<file path="config.mk">
export PLATFORM = sky130hd
export DESIGN_NAME = ws2812_rx
export DESIGN_NICKNAME = d
export VERILOG_FILES = /design/src/rtl/ws2812_pkg.sv /design/src/rtl/ws2812_pulse_meas.sv /design/src/rtl/ws2812_rx.sv
export SDC_FILE = /design/constraint.sdc
export NUM_CORES = 1
export LEC_CHECK = 0
export CAP_MARGIN = 20
export CORE_ASPECT_RATIO = 0.5
export CORE_MARGIN = 2
export CORE_UTILIZATION = 49
export CTS_CLUSTER_DIAMETER = 150
export DETAILED_ROUTE_END_ITERATION = 6
export PLACE_DENSITY = 0.75
export SETUP_SLACK_MARGIN = 0.5
export SLEW_MARGIN = 40
export SYNTH_ARGS = -nofsm -noshare
export SYNTH_HDL_FRONTEND = slang
export SYNTH_SLANG_ARGS = --single-unit
</file>
<file path="constraint.sdc">
create_clock -name clk -period 2 [get_ports clk]
set_clock_uncertainty 0.05 [all_clocks]
set_input_delay 0.2 -clock clk [delete_from_list [all_inputs] [get_ports clk]]
set_output_delay 0.2 -clock clk [all_outputs]
set_load 0.01 [all_outputs]
</file>
<file path="src/rtl/ws2812_pkg.sv">
// Shared WS2812 definitions: receiver state encoding and default bit timing at 48 MHz.
package ws2812_pkg;

  localparam int unsigned BITS_PER_LED = 24;

  // Nominal high times of the transmit side; the decode threshold sits midway.
  localparam int unsigned T0H_CYC    = 19;
  localparam int unsigned T1H_CYC    = 38;
  localparam int unsigned RESET_CYC  = 2400;
  localparam int unsigned DEF_THRESH = (T0H_CYC + T1H_CYC + 1) / 2;

  typedef enum logic [2:0] {
    RX_SYNC  = 3'd0,
    RX_READY = 3'd1,
    RX_HIGH  = 3'd2,
    RX_LOW   = 3'd3,
    RX_ERR   = 3'd4
  } rx_state_e;

endpackage

</file>
<file path="src/rtl/ws2812_pulse_meas.sv">
// Line conditioning for the WS2812 receiver: synchronizer, edge detect and
// high/low run-length counters with bit classification.
module ws2812_pulse_meas
  import ws2812_pkg::*;
#(
  parameter int unsigned MIN_HIGH     = 8,
  parameter int unsigned THRESH       = DEF_THRESH,
  parameter int unsigned MAX_HIGH     = 60,
  parameter int unsigned RESET_CYCLES = RESET_CYC
) (
  input  logic clk,
  input  logic rst,
  input  logic i_din,
  output logic o_rise_c,
  output logic o_bit_strobe_c,
  output logic o_bit_val_c,
  output logic o_glitch_c,
  output logic o_too_long_c,
  output logic o_gap_done_c
);

  localparam int unsigned HW = $clog2(MAX_HIGH + 2);
  localparam int unsigned LW = $clog2(RESET_CYCLES + 1);

  localparam logic [HW-1:0] H_MIN = HW'(MIN_HIGH);
  localparam logic [HW-1:0] H_THR = HW'(THRESH);
  localparam logic [HW-1:0] H_MAX = HW'(MAX_HIGH);
  localparam logic [HW-1:0] H_SAT = HW'(MAX_HIGH + 1);
  localparam logic [LW-1:0] L_SAT = LW'(RESET_CYCLES);

  logic          r_sync1;
  logic          r_ds;
  logic          r_ds_q;
  logic [HW-1:0] r_hcnt;
  logic [LW-1:0] r_lcnt;
  logic          w_rise;
  logic          w_fall;

  assign w_rise = r_ds & ~r_ds_q;
  assign w_fall = ~r_ds & r_ds_q;

  // Each counter holds the length of the current run and clears on the
  // opposite level, so at a falling edge r_hcnt is exactly the pulse width.
  always_ff @(posedge clk) begin
    if (rst) begin
      r_sync1 <= 1'b0;
      r_ds    <= 1'b0;
      r_ds_q  <= 1'b0;
      r_hcnt  <= '0;
      r_lcnt  <= '0;
    end else begin
      r_sync1 <= i_din;
      r_ds    <= r_sync1;
      r_ds_q  <= r_ds;
      if (r_ds) begin
        r_lcnt <= '0;
        if (r_hcnt != H_SAT) r_hcnt <= r_hcnt + HW'(1);
      end else begin
        r_hcnt <= '0;
        if (r_lcnt != L_SAT) r_lcnt <= r_lcnt + LW'(1);
      end
    end
  end

  assign o_rise_c       = w_rise;
  assign o_bit_strobe_c = w_fall && (r_hcnt >= H_MIN) && (r_hcnt <= H_MAX);
  assign o_bit_val_c    = (r_hcnt >= H_THR);
  assign o_glitch_c     = w_fall && (r_hcnt < H_MIN);
  assign o_too_long_c   = (r_hcnt > H_MAX);
  assign o_gap_done_c   = (r_lcnt == L_SAT);

endmodule

</file>
<file path="src/rtl/ws2812_rx.sv">
// WS2812 NRZ receiver: decodes pulse widths into 24-bit pixel words and
// assembles them into a frame image that is published at the latch gap.
module ws2812_rx
  import ws2812_pkg::*;
#(
  parameter int unsigned CLK_HZ       = 48000000,
  parameter int unsigned MIN_HIGH     = 8,
  parameter int unsigned THRESH       = DEF_THRESH,
  parameter int unsigned MAX_HIGH     = 60,
  parameter int unsigned RESET_CYCLES = RESET_CYC,
  parameter int unsigned NUM_LEDS     = 6
) (
  input  logic                             clk,
  input  logic                             rst,
  input  logic                             din,
  output logic                             word_valid,
  output logic [BITS_PER_LED-1:0]          word_data,
  output logic [$clog2(NUM_LEDS+1)-1:0]    word_idx,
  output logic                             frame_valid,
  output logic [NUM_LEDS*BITS_PER_LED-1:0] frame_data,
  output logic [$clog2(NUM_LEDS+1)-1:0]    frame_words,
  output logic                             err,
  output logic                             overflow
);

  localparam int unsigned IW = $clog2(NUM_LEDS + 1);
  localparam int unsigned BW = $clog2(BITS_PER_LED);

  localparam logic [IW-1:0] WCNT_SAT = IW'(NUM_LEDS);
  localparam logic [BW-1:0] BIT_LAST = BW'(BITS_PER_LED - 1);

  localparam logic [2:0] S_SYNC  = RX_SYNC;
  localparam logic [2:0] S_READY = RX_READY;
  localparam logic [2:0] S_HIGH  = RX_HIGH;
  localparam logic [2:0] S_LOW   = RX_LOW;
  localparam logic [2:0] S_ERR   = RX_ERR;

  if (CLK_HZ == 0 || MIN_HIGH >= THRESH || THRESH > MAX_HIGH) begin : g_bad_timing
    $error("ws2812_rx: inconsistent pulse timing parameters");
  end

  logic [2:0]                               r_state;
  logic [BW-1:0]                            r_bit_cnt;
  logic [BITS_PER_LED-2:0]                  r_shift;
  logic [IW-1:0]                            r_word_cnt;
  logic [NUM_LEDS-1:0][BITS_PER_LED-1:0]    r_stage;

  logic          w_rise;
  logic          w_bit_strobe;
  logic          w_bit_val;
  logic          w_glitch;
  logic          w_too_long;
  logic          w_gap_done;
  logic [2:0]    w_state_nxt;
  logic          w_shift;
  logic          w_latch;
  logic          w_err_entry;
  logic          w_new_frame;
  logic          w_word_done;
  logic          w_store;
  logic [IW-1:0] w_slot;

  ws2812_pulse_meas #(
    .MIN_HIGH     (MIN_HIGH),
    .THRESH       (THRESH),
    .MAX_HIGH     (MAX_HIGH),
    .RESET_CYCLES (RESET_CYCLES)
  ) u_meas (
    .clk            (clk),
    .rst            (rst),
    .i_din          (din),
    .o_rise_c       (w_rise),
    .o_bit_strobe_c (w_bit_strobe),
    .o_bit_val_c    (w_bit_val),
    .o_glitch_c     (w_glitch),
    .o_too_long_c   (w_too_long),
    .o_gap_done_c   (w_gap_done)
  );

  // Next-state and control strobes.
  always_comb begin
    w_state_nxt = r_state;
    w_shift     = 1'b0;
    w_latch     = 1'b0;
    w_err_entry = 1'b0;
    w_new_frame = 1'b0;
    case (r_state)
      S_SYNC, S_ERR: begin
        if (w_gap_done) w_state_nxt = S_READY;
      end
      S_READY: begin
        if (w_rise) begin
          w_state_nxt = S_HIGH;
          w_new_frame = 1'b1;
        end
      end
      S_HIGH: begin
        if (w_too_long || w_glitch) begin
          w_state_nxt = S_ERR;
          w_err_entry = 1'b1;
        end else if (w_bit_strobe) begin
          w_state_nxt = S_LOW;
          w_shift     = 1'b1;
        end
      end
      S_LOW: begin
        if (w_rise) begin
          w_state_nxt = S_HIGH;
        end else if (w_gap_done) begin
          w_state_nxt = S_READY;
          w_latch     = 1'b1;
        end
      end
      default: w_state_nxt = S_SYNC;
    endcase
  end

  assign w_word_done = w_shift && (r_bit_cnt == BIT_LAST);
  assign w_store     = w_word_done && (r_word_cnt != WCNT_SAT);
  // LED0 occupies the most significant slot of the frame image.
  assign w_slot      = WCNT_SAT - IW'(1) - r_word_cnt;

  always_ff @(posedge clk) begin
    if (rst) begin
      r_state     <= S_SYNC;
      r_bit_cnt   <= '0;
      r_shift     <= '0;
      r_word_cnt  <= '0;
      r_stage     <= '0;
      word_valid  <= 1'b0;
      word_data   <= '0;
      word_idx    <= '0;
      frame_valid <= 1'b0;
      frame_data  <= '0;
      frame_words <= '0;
      err         <= 1'b0;
      overflow    <= 1'b0;
    end else begin
      r_state     <= w_state_nxt;
      word_valid  <= w_word_done;
      frame_valid <= w_latch && (r_word_cnt != '0);
      err         <= w_err_entry || (w_latch && (r_bit_cnt != '0));

      if (w_shift) begin
        r_shift   <= {r_shift[BITS_PER_LED-3:0], w_bit_val};
        r_bit_cnt <= w_word_done ? '0 : r_bit_cnt + BW'(1);
      end

      if (w_word_done) begin
        word_data <= {r_shift, w_bit_val};
        word_idx  <= r_word_cnt;
        if (w_store) begin
          r_stage[w_slot] <= {r_shift, w_bit_val};
          r_word_cnt      <= r_word_cnt + IW'(1);
        end else begin
          overflow <= 1'b1;
        end
      end

      if (w_new_frame) overflow <= 1'b0;

      // A latch with no complete word leaves the published frame untouched.
      if (w_latch) begin
        if (r_word_cnt != '0) begin
          frame_data  <= r_stage;
          frame_words <= r_word_cnt;
        end
        r_stage    <= '0;
        r_word_cnt <= '0;
        r_bit_cnt  <= '0;
      end

      if (w_err_entry) begin
        r_stage    <= '0;
        r_word_cnt <= '0;
        r_bit_cnt  <= '0;
      end
    end
  end

endmodule

</file>
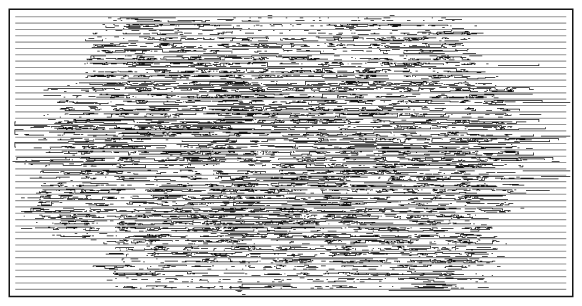
Figure 1: signal wires on met1.
Supply wires on this layer in gray.
- share of all routed wire: 44%
- wire length on this layer: 17000 um
- longest straight run: 70.8 um
- main direction: horizontal
- nets with wire on the layer: 1778
met1 usage: 0.354
Vias: 12155
final wirelength: 38900 um

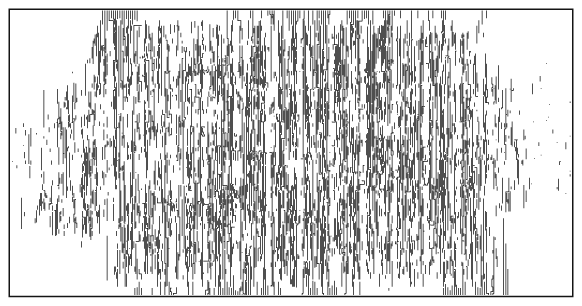
Figure 2: metal 2.
- share of all routed wire: 46%
- wire length on this layer: 18000 um
met2 Resource Use GR: 0.408

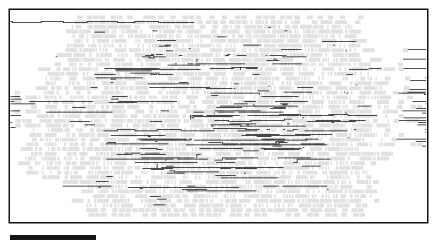
Figure 3: signal wires on met3.
The bar under the picture is 50 um long.
- main direction: horizontal
- share of all routed wire: 7.7%
- nets with wire on the layer: 131
met3 Usage GRT: 0.0463

==> impl_metrics.tcl <==
# metrics dict for downstream scripts
set metrics [dict create \
    crit_buf_inv 4 \
    power.internal_mw 10.9 \
    viasPerCell 5.28 \
    period_used_share 1.14 \
    layout_top_cells "675 x nand2_1, 376 x dfxtp_1, 340 x a21oi_1" \
    htree_levels 1 \
    logic_area_sq_um 5550 \
    crit_start "u_meas.r_lcnt[7]" \
    tritoncts "built" \
    largest_area_cell "dfxtp_1" \
    num-fill-cells 2317 \
    power_frac_seq 0.541 \
    route.detailed.drc 0 \
    die_w_um 241 \
    root_buffer "clkbuf_16" \
    grt_max_degree 137 \
    run_status "complete, but fails checks" \
    ys_sh_adder 0.00999 \
    drt.antenna.violating_nets 0 \
    fin_tns_setup_ns -35.25 \
    rr_worst_depth 9 \
    cp.required_ns 2.45 \
    n_clock_buffer 45 \
    cts_setup_buffers 2 \
    cts_buffer_depth 3 \
    reg_top3 "frame_data (144), r_stage (144), word_data (24)" \
    fmax_mhz 438 \
    yosys-top-cells-area "dfxtp_1 55%, nand2_1 19%, a21oi_1 13%" \
    diodes 1 \
    drive_gt1_frac 0.0981 \
    synth.avg_cell_area_sq_um 7.99 \
    worstPathMaxFanout 12 \
    hold_path.class "in2reg" \
    bufAreaShareNonClock 0.166 \
    synth-xor-area-share 0.0108 \
    finalWorstSetupSlack_ns -0.284 \
    power-top-group "sequential cells" \
    lay_top_count "nand2_1" \
    clk_pin_slew_ns 0.07 \
    critPathTopFamily "simple AND/OR/NAND/NOR gates" \
    max_stage_delay_ns 0.53 \
    regArea_sq_um 7550 \
    whs_path_depth 2 \
    leakage_nw 5.87 \
    violations "setup timing" \
    crit_top_cell "buf_6" \
    drt-pass1-iter-count 6 \
    synthTopCellsByCount "684 x nand2_1, 377 x dfxtp_1, 350 x a21oi_1" \
    holdBufCountCts 1 \
    grt_antenna_before_repair 1 \
    synth_area_sq_um 13800 \
    nWellTaps 382 \
    r2r-end "frame_data[92]" \
    reg2reg_from "u_meas.r_lcnt[7]" \
    p_seq_mw 7.52 \
    max_slew.worst_pin.slew_ns 0.851 \
    most_common_cell "nand2_1" \
    sw_frac_of_total 0.217 \
    num-multi-input-gates 1195 \
    routedWlPerCell_um 16.9 \
    fp_nets 1739 \
    clock_area_frac 0.0585 \
    slew_headroom 0.432 \
    p_total_mw 13.9 \
    comb_share 0.316 \
    edf_count 0 \
    dp_hpwl_um 24500 \
    powerClk_mw 6.16 \
    row_count 43 \
    post_dp_cell_area_sq_um 16300 \
    fin_util 0.635 \
    area_delta_synth_final_pct 27.5 \
    crit_path_start_kind "flip-flop" \
    logic_family "simple AND/OR/NAND/NOR gates" \
    worstPathArrival_ns 2.74 \
    setup_viol_count_final 147 \
    grt_pass1_wl_um 58900 \
    hp-start "din" \
    ys_sh_simple 0.234 \
    cp.depth 9 \
    ys.flop_type "dfxtp_1" \
    reg2reg_slack_ns -0.28 \
]
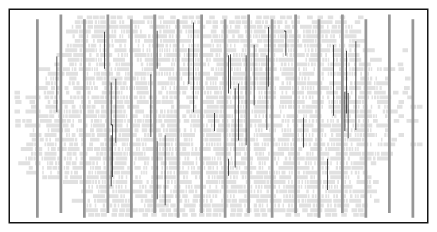
Figure 4: metal 4.
Supply wires on this layer in gray.
- nets with wire on the layer: 18
- longest straight run: 51.7 um
- share of all routed wire: 2.3%
- wire length on this layer: 906 um
- main direction: vertical

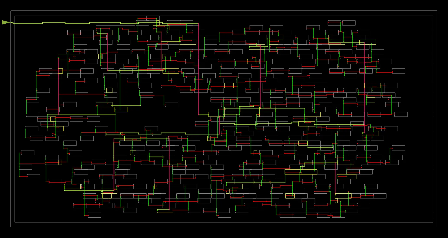
Figure 5: clock nets.
cts bufs inserted: 31
Clock Sinks: 377

==> routing by layer <==
layer  GRT usage  routed length [um]  vias to the layer above
li1            -                   -                     5899
met1       0.354               17000                     5768
met2       0.408               18000                      424
met3      0.0463                3010                       64
met4      0.0617                 906                        0
met5           0                   0                        -
==> logic make-up (layout without fill, tap and decap cells) <==
| family | after synthesis | count (layout) |
|---|---|---|
| mux | 2 | 2 |
| flops | 377 | 377 |
| fa+ha+maj | 11 | 11 |
| other cells | 0 | 1 |
| xor+xnor | 17 | 17 |
| buf+inv | 153 | 345 |
| simple gates | 795 | 795 |
| compound gates | 370 | 370 |
Power figures rest on the tool's default switching activity, not on a simulated workload.
